**src/rtl/ptm_seq_scan.sv**
```systemverilog
// ptm_seq_scan: programmable bit-pattern scanner over a memory-resident stream.
// Word 0 holds the stream length N. Bit 0 of words 1..N is the stream itself.
// The block counts occurrences of a pattern of up to PATW bits, either
// overlapping or non-overlapping. It pulses flag_o on every match and shows a
// saturating count on result_o while fin_o is high.
module ptm_seq_scan #(
  parameter int DATAW = 10,
  parameter int ADDRW = 10,
  parameter int PATW  = 8,
  parameter int CNTW  = 10,
  parameter int LENW  = $clog2(PATW+1)
) (
  input  logic             clk_i,
  input  logic             rst_ni,
  input  logic             start_i,
  input  logic [PATW-1:0]  pat_i,
  input  logic [LENW-1:0]  pat_len_i,
  input  logic             overlap_i,
  input  logic [DATAW-1:0] data_i,
  output logic             en_o,
  output logic [ADDRW-1:0] addr_o,
  output logic             flag_o,
  output logic             fin_o,
  output logic [CNTW-1:0]  result_o
);

  // The fill counter and the effective length both need to hold PATW.
  localparam int FILLW = $clog2(PATW+1);
  localparam logic [PATW:0] ONE = 1;

  typedef enum logic [2:0] {S_IDLE, S_REQ, S_LEN, S_SCAN, S_DONE} state_e;

  state_e           state_q, state_d;
  logic             en_q, en_d;
  logic [ADDRW-1:0] addr_q, addr_d;
  logic             flag_q, flag_d;
  logic             fin_q, fin_d;
  logic [CNTW-1:0]  res_q, res_d;
  logic [CNTW-1:0]  cnt_q, cnt_d;
  logic [PATW-1:0]  win_q, win_d;
  logic [FILLW-1:0] fill_q, fill_d;
  logic [PATW-1:0]  pat_q, pat_d;
  logic [FILLW-1:0] len_q, len_d;
  logic             ovl_q, ovl_d;
  logic [ADDRW-1:0] n_q, n_d;
  logic [ADDRW-1:0] k_q, k_d;

  logic [FILLW-1:0] len_eff;
  logic [PATW-1:0]  win_sh;
  logic [FILLW-1:0] fill_inc;
  logic [PATW:0]    mask_w;
  logic             hit;
  logic [CNTW-1:0]  cnt_inc;
  logic [ADDRW-1:0] n_cur;
  logic [ADDRW:0]   nxt;
  logic             nxt_ok;

  // Only the low ADDRW bits of word 0 and bit 0 of stream words carry meaning.
  logic unused_data;
  assign unused_data = ^data_i;

  // Match datapath: shifted window, saturating fill, masked compare, next address.
  always_comb begin
    len_eff  = (32'(pat_len_i) > PATW) ? FILLW'(PATW) : FILLW'(pat_len_i);
    win_sh   = (win_q << 1) | PATW'(data_i[0]);
    fill_inc = (fill_q == FILLW'(PATW)) ? fill_q : fill_q + 1'b1;
    mask_w   = (ONE << len_q) - ONE;
    hit      = (len_q != '0) && (fill_inc >= len_q) &&
               (((win_sh ^ pat_q) & mask_w[PATW-1:0]) == '0);
    cnt_inc  = (&cnt_q) ? cnt_q : cnt_q + 1'b1;
    // In LEN the length arrives on data_i this cycle; later it is held in n_q.
    n_cur    = (state_q == S_LEN) ? data_i[ADDRW-1:0] : n_q;
    // Extra bit so that N = 2^ADDRW-1 does not wrap the address comparison.
    nxt      = {1'b0, addr_q} + 1'b1;
    nxt_ok   = (nxt <= {1'b0, n_cur});
  end

  // Next-state and registered-output logic.
  always_comb begin
    state_d = state_q;
    en_d    = en_q;
    addr_d  = addr_q;
    flag_d  = 1'b0;
    fin_d   = fin_q;
    res_d   = res_q;
    cnt_d   = cnt_q;
    win_d   = win_q;
    fill_d  = fill_q;
    pat_d   = pat_q;
    len_d   = len_q;
    ovl_d   = ovl_q;
    n_d     = n_q;
    k_d     = k_q;
    case (state_q)
      S_IDLE: begin
        if (start_i) begin
          state_d = S_REQ;
          en_d    = 1'b1;
          addr_d  = '0;
          pat_d   = pat_i;
          len_d   = len_eff;
          ovl_d   = overlap_i;
          cnt_d   = '0;
          win_d   = '0;
          fill_d  = '0;
        end
      end
      S_REQ: begin
        // Word 1 is prefetched before N is known so the scan starts without a bubble.
        state_d = S_LEN;
        en_d    = 1'b1;
        addr_d  = ADDRW'(1);
      end
      S_LEN: begin
        n_d = data_i[ADDRW-1:0];
        k_d = ADDRW'(1);
        if (data_i[ADDRW-1:0] == '0) begin
          state_d = S_DONE;
          en_d    = 1'b0;
          fin_d   = 1'b1;
          res_d   = cnt_q;
        end else begin
          state_d = S_SCAN;
          en_d    = nxt_ok;
          if (nxt_ok) addr_d = nxt[ADDRW-1:0];
        end
      end
      S_SCAN: begin
        win_d  = win_sh;
        // Non-overlapping mode: bits at or before this match may not be reused.
        fill_d = (hit && !ovl_q) ? '0 : fill_inc;
        if (hit) begin
          cnt_d  = cnt_inc;
          flag_d = 1'b1;
        end
        en_d = nxt_ok;
        if (nxt_ok) addr_d = nxt[ADDRW-1:0];
        if (k_q == n_q) begin
          state_d = S_DONE;
          fin_d   = 1'b1;
          res_d   = hit ? cnt_inc : cnt_q;
        end else begin
          k_d = k_q + 1'b1;
        end
      end
      S_DONE: begin
        // A held start keeps the result on display; restart needs a low cycle first.
        if (!start_i) begin
          state_d = S_IDLE;
          fin_d   = 1'b0;
          res_d   = '0;
        end
      end
      default: state_d = S_IDLE;
    endcase
  end

  // State and output registers, cleared asynchronously.
  always_ff @(posedge clk_i or negedge rst_ni) begin
    if (!rst_ni) begin
      state_q <= S_IDLE;
      en_q    <= 1'b0;
      addr_q  <= '0;
      flag_q  <= 1'b0;
      fin_q   <= 1'b0;
      res_q   <= '0;
      cnt_q   <= '0;
      win_q   <= '0;
      fill_q  <= '0;
      pat_q   <= '0;
      len_q   <= '0;
      ovl_q   <= 1'b0;
      n_q     <= '0;
      k_q     <= '0;
    end else begin
      state_q <= state_d;
      en_q    <= en_d;
      addr_q  <= addr_d;
      flag_q  <= flag_d;
      fin_q   <= fin_d;
      res_q   <= res_d;
      cnt_q   <= cnt_d;
      win_q   <= win_d;
      fill_q  <= fill_d;
      pat_q   <= pat_d;
      len_q   <= len_d;
      ovl_q   <= ovl_d;
      n_q     <= n_d;
      k_q     <= k_d;
    end
  end

  assign en_o     = en_q;
  assign addr_o   = addr_q;
  assign flag_o   = flag_q;
  assign fin_o    = fin_q;
  assign result_o = res_q;

endmodule

```
**config.mk**
```make
export PLATFORM = sky130hd
export DESIGN_NAME = ptm_seq_scan
export DESIGN_NICKNAME = d
export VERILOG_FILES = /design/src/rtl/ptm_seq_scan.sv
export SDC_FILE = /design/constraint.sdc
export NUM_CORES = 1
export LEC_CHECK = 0
export CELL_PAD_IN_SITES_DETAIL_PLACEMENT = 1
export CELL_PAD_IN_SITES_GLOBAL_PLACEMENT = 1
export CORE_ASPECT_RATIO = 1.4
export CORE_UTILIZATION = 40
export CTS_CLUSTER_SIZE = 16
export DETAILED_ROUTE_END_ITERATION = 12
export PLACE_DENSITY_LB_ADDON = 0.1
export SYNTH_ARGS = -nofsm -noshare
export SYNTH_HDL_FRONTEND = slang
export SYNTH_SLANG_ARGS = --single-unit
```
**constraint.sdc**
```tcl
create_clock -name clk_i -period 3.7 [get_ports clk_i]
set_clock_uncertainty 0.05 [all_clocks]
set_input_delay 1.11 -clock clk_i [delete_from_list [all_inputs] [get_ports clk_i]]
set_output_delay 1.11 -clock clk_i [all_outputs]
set_load 0.01 [all_outputs]
```
Figure 1. Register map, names as in the netlist.
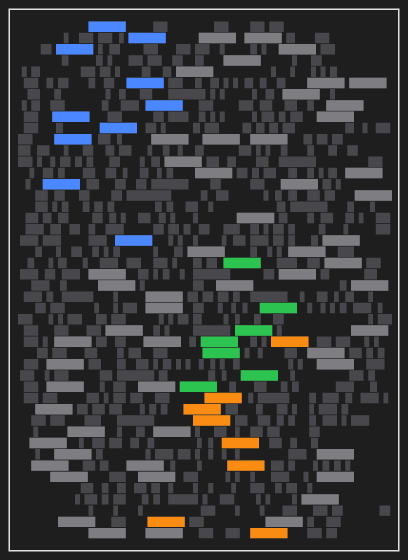
signal	colour	sequential cells	where
pat_q	orange	8	south
win_q	green	7	centre
addr_o	blue	10	north-west
P_seq: 1520 uW
Reg area: 2000 um2
flop share of the area: 34.6%
post-layout util: 50.8%

Figure 2. Clock wiring as the flow saved it.
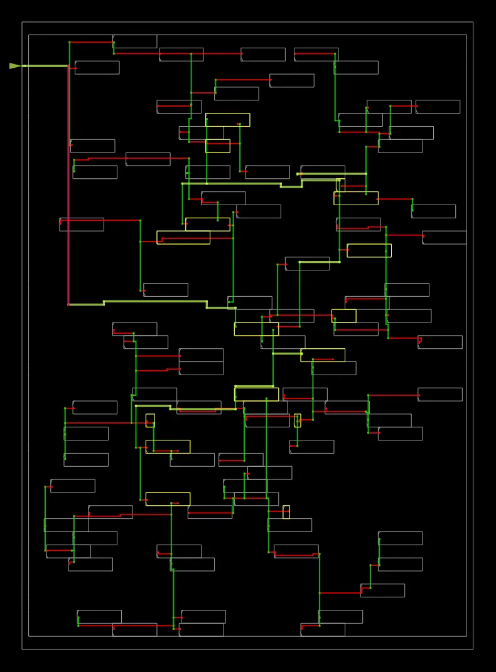
Seq Cell Count: 80
CTS buffer count: 9

==> flow_summary.yaml <==
# flow metrics
timing:
  finalHoldViolations: 0
  max_clock_freq_ghz: 0.294
  tns_ns: 0
  fin_crit_ns: 3.40
  fin_hold_ws_ns: 0.448
  finalClockPeriodUsage_pct: 91.9
  drv_slew: 0
  rsz0062_at_grt: "false"
  slew_headroom_pct: 53.5
  finalSetupViolations: 0
  worst_pin_slew_ns: 0.698
cts:
  cts_root_buf: "clkbuf_16"
  cts_tree: "done"
  postCtsSetupBuffers: 0
  postCtsHoldBufs: 0
  clock_latency_ns: 0.33
  cts_buffer_depth: 2
  clkTransAtPathRegs_ns: 0.06
  htreeDepth: 3
  cts_sinks: 80
power_and_ir_drop:
  power_per_cell_area_nw_per_um2: 857
  p_leak_uw: 0.00263
synth:
  synth_flops: 80
  synthAoiAreaFrac_pct: 14.6
  synth_nets: 569
  topCombFamilyByArea: "simple AND/OR/NAND/NOR gates"
  xor_area_share_pct: 6.50
  edf_count: 0
  synthArstFlopShare_pct: 100
  avgSynthCellArea_um2: 9.02
  ys_seq_share_pct: 42.4
  ys_warn_count: 0
  syn_inst: 523
  simple_gate_share_pct: 23.0
  ys_chip_area_um2: 4720
  ys_cells: 523
  syn_area_um2: 4720
  ys_sh_adder_pct: 5.30
  yosysUniqueCellTypes: 56
  ys.flop_type: "dfrtp_1"
  mux_share_pct: 3.90
setup_path:
  start_kind: "flip-flop"
  crit_required_ns: 3.91
  critPathKind: "flip-flop to flip-flop"
  critPathTopFamily: "simple AND/OR/NAND/NOR gates"
  crit_chain: "and3_1 -> nand3_2 -> or2_2 -> nor2_1 -> xor2_1 -> ha_1 -> o211ai_1 -> a21oi_1 -> a211oi_1 -> a21boi_1 -> buf_4 -> o21ai_2 -> or4b_1 -> o21ai_0"
  path_buffers: 1
  max_stage_delay_ns: 0.47
  critPathMaxFanout: 6
  arrival_ns: 3.61
  end_kind: "flip-flop"
  worst_path_max_delay_cell: "or4b_1"
drt:
  vias_per_cell: 5.57
  wl_met1_um: 5260
  wl_per_cell_um: 17.7
  met3_length_um: 284
  dr_wl_met2_um: 7330
  firstDrtPassIters: 4
  routed.top_layer: "met4"
  ant_nets: 0
  drtIter0Drc: 148
  drc: 0
global_routing:
  grt_max_degree: 50
  grtUsageMet2_pct: 45.0
  use_met3_pct: 3.07
  grt_pass1_wl_um: 22200
  grt-busiest-layer: "met2"
  gr-total-overflow: 0
  antenna_found_initial: 0
  grtUsageTotal_pct: 23.3
  grt_pass1_vias: 4548
run:
  tool_warnings: 27
  cap_violations: 0
die:
  initCoreUtil_pct: 41.4
  ioPinCount: 49
  die_area_um2: 12200
  row_count: 46
place:
  portBuffers: 48
  dp_hpwl_um: 9620
  place.gp.congestion: 0.821
cells_and_area:
  area_growth_pct: 22.6
  layout_top_cell: "nand2_1"
  nFillCells: 1312
  most-common-layout-cells: "nand2_1, dfrtp_1, clkdlybuf4s50_1, nand3_1, nor2_1"
  antenna_cells: 0
  nets: 632
  layout-drive-gt1-share_pct: 9.48
outcome:
  status: "finished, final reports clean"
hold_path:
  min_path_type: "flip-flop to flip-flop"
Figure 3. M1 wires.
Supply wires on this layer in grey.
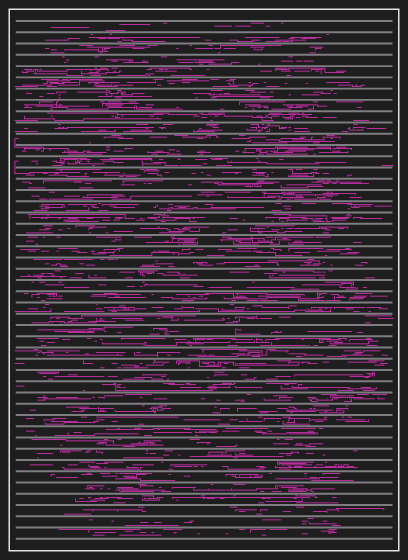
longest straight run	30.8 um
wire length on this layer	5260 um
nets with wire on the layer	576
Post-Route WL: 13000 um
Vias: 4097
met1 usage: 26.5%

Figure 4. Supply network.
Pins as bars on the die edge.
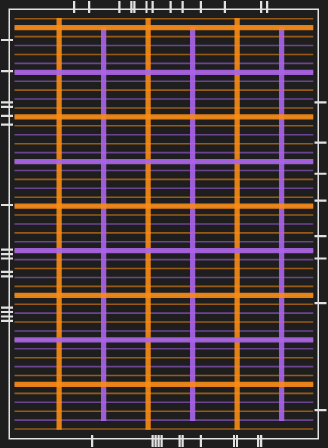
net	colour
VSS	orange
VDD	purple
signal pins	49
rows	46
met5 straps	9
met4 straps	6
met1 rails	47
core area: 11400 um2
VDD IR max: 0.368 mV
DIE HEIGHT: 131 um
die width: 93.8 um

## state kept, by name, summed over array words and instances, names as in the netlist, 4 cells and up
signal,count
cnt_q,10
result_o,10
addr_o,10
win_q,7
pat_q,8
len_q,4
k_q,10
fill_q,4
n_q,10
## repair_timing
item,in CTS,in global routing
resized,0,2
endpoints found under the setup margin,0,2
endpoints found under the hold margin,0,0
## through the flow
| stage | instance area, um2 | utilization (%) | std cells | power, uW | setup slack [ns] |
|---|---|---|---|---|---|
| global placement | 5480 | 48.1 | 719 | 3950 | 0.0534 |
| global route | 5780 | 50.8 | 735 | 5390 | 0.00808 |
| finish | 5780 | 50.8 | 735 | 4960 | 0.299 |
| floorplan | 4720 | - | 523 | 3180 | 0.344 |
| CTS | 5780 | 50.7 | 735 | 5030 | 0.219 |
| detailed placement | 5480 | 48.1 | 719 | 4090 | -0.0166 |
## worst reg2reg max path, stage by stage, from the launching register on
cell	delay, ns
dfrtp_1	0.43
and3_1	0.24
nand3_2	0.17
or2_2	0.39
nor2_1	0.14
xor2_1	0.23
ha_1	0.30
o211ai_1	0.13
a21oi_1	0.08
a211oi_1	0.16
a21boi_1	0.20
buf_4	0.16
o21ai_2	0.11
or4b_1	0.47
o21ai_0	0.08
## cells by family (layout without fill, tap and decap cells)
logic type,Yosys count,after routing
flip-flops,80,80
multiplexers,18,18
buffers and inverters,48,116
XOR/XNOR,35,35
adder cells (fa/ha/maj),20,20
AND-OR/OR-AND,102,102
AND/OR/NAND/NOR,220,220
## cells in the mapped netlist (all sizes together), types with 7 or more instances
library cell | count | area, um2
a31oi | 8 | 50.1
xnor2 | 13 | 114
nand2 | 87 | 327
xor2 | 22 | 193
inv | 27 | 101
dfrtp | 80 | 2000
o21ai | 29 | 153
buf | 7 | 48.8
nor2 | 35 | 134
clkbuf | 14 | 52.6
nor3 | 8 | 40.0
mux2i | 15 | 150
nand3 | 39 | 195
ha | 20 | 250
o211ai | 17 | 133
and3 | 10 | 62.6
a21oi | 15 | 78.8
## power breakdown
group / switching, uW / total (uW) / leakage (uW) / internal, uW
Clock: 349 / 907 / 0.000150 / 558
Sequential: 320 / 1520 / 0.00101 / 1200
Combinational: 1470 / 2530 / 0.00148 / 1060
## cell type report
class | instances | area (um2) | area share (%)
inverters | 27 | 101 | 1.75
well taps | 144 | 180 | 3.11
repair buffers | 73 | 678 | 11.7
clock inverters | 3 | 40.0 | 0.692
multi-input cells | 395 | 2520 | 43.6
flip-flops and latches | 80 | 2000 | 34.6
clock buffers | 13 | 260 | 4.50
## final timing paths
| kind | slack, ns | endpoint | depth (start not counted) | start |
|---|---|---|---|---|
| max in group asynchronous | 2.22 | k_q[3] | 2 | rst_ni |
| setup reg to reg | 0.30 | addr_o[7] | 14 | addr_o[1] |
| setup / recovery | 0.30 | addr_o[7] | 14 | addr_o[1] |
| min in group asynchronous | 0.77 | len_q[3] | 1 | rst_ni |
| hold / removal | 0.45 | ovl_q | 2 | ovl_q |
| hold reg to reg | 0.45 | ovl_q | 2 | ovl_q |
Power and IR drop assume default switching activity.
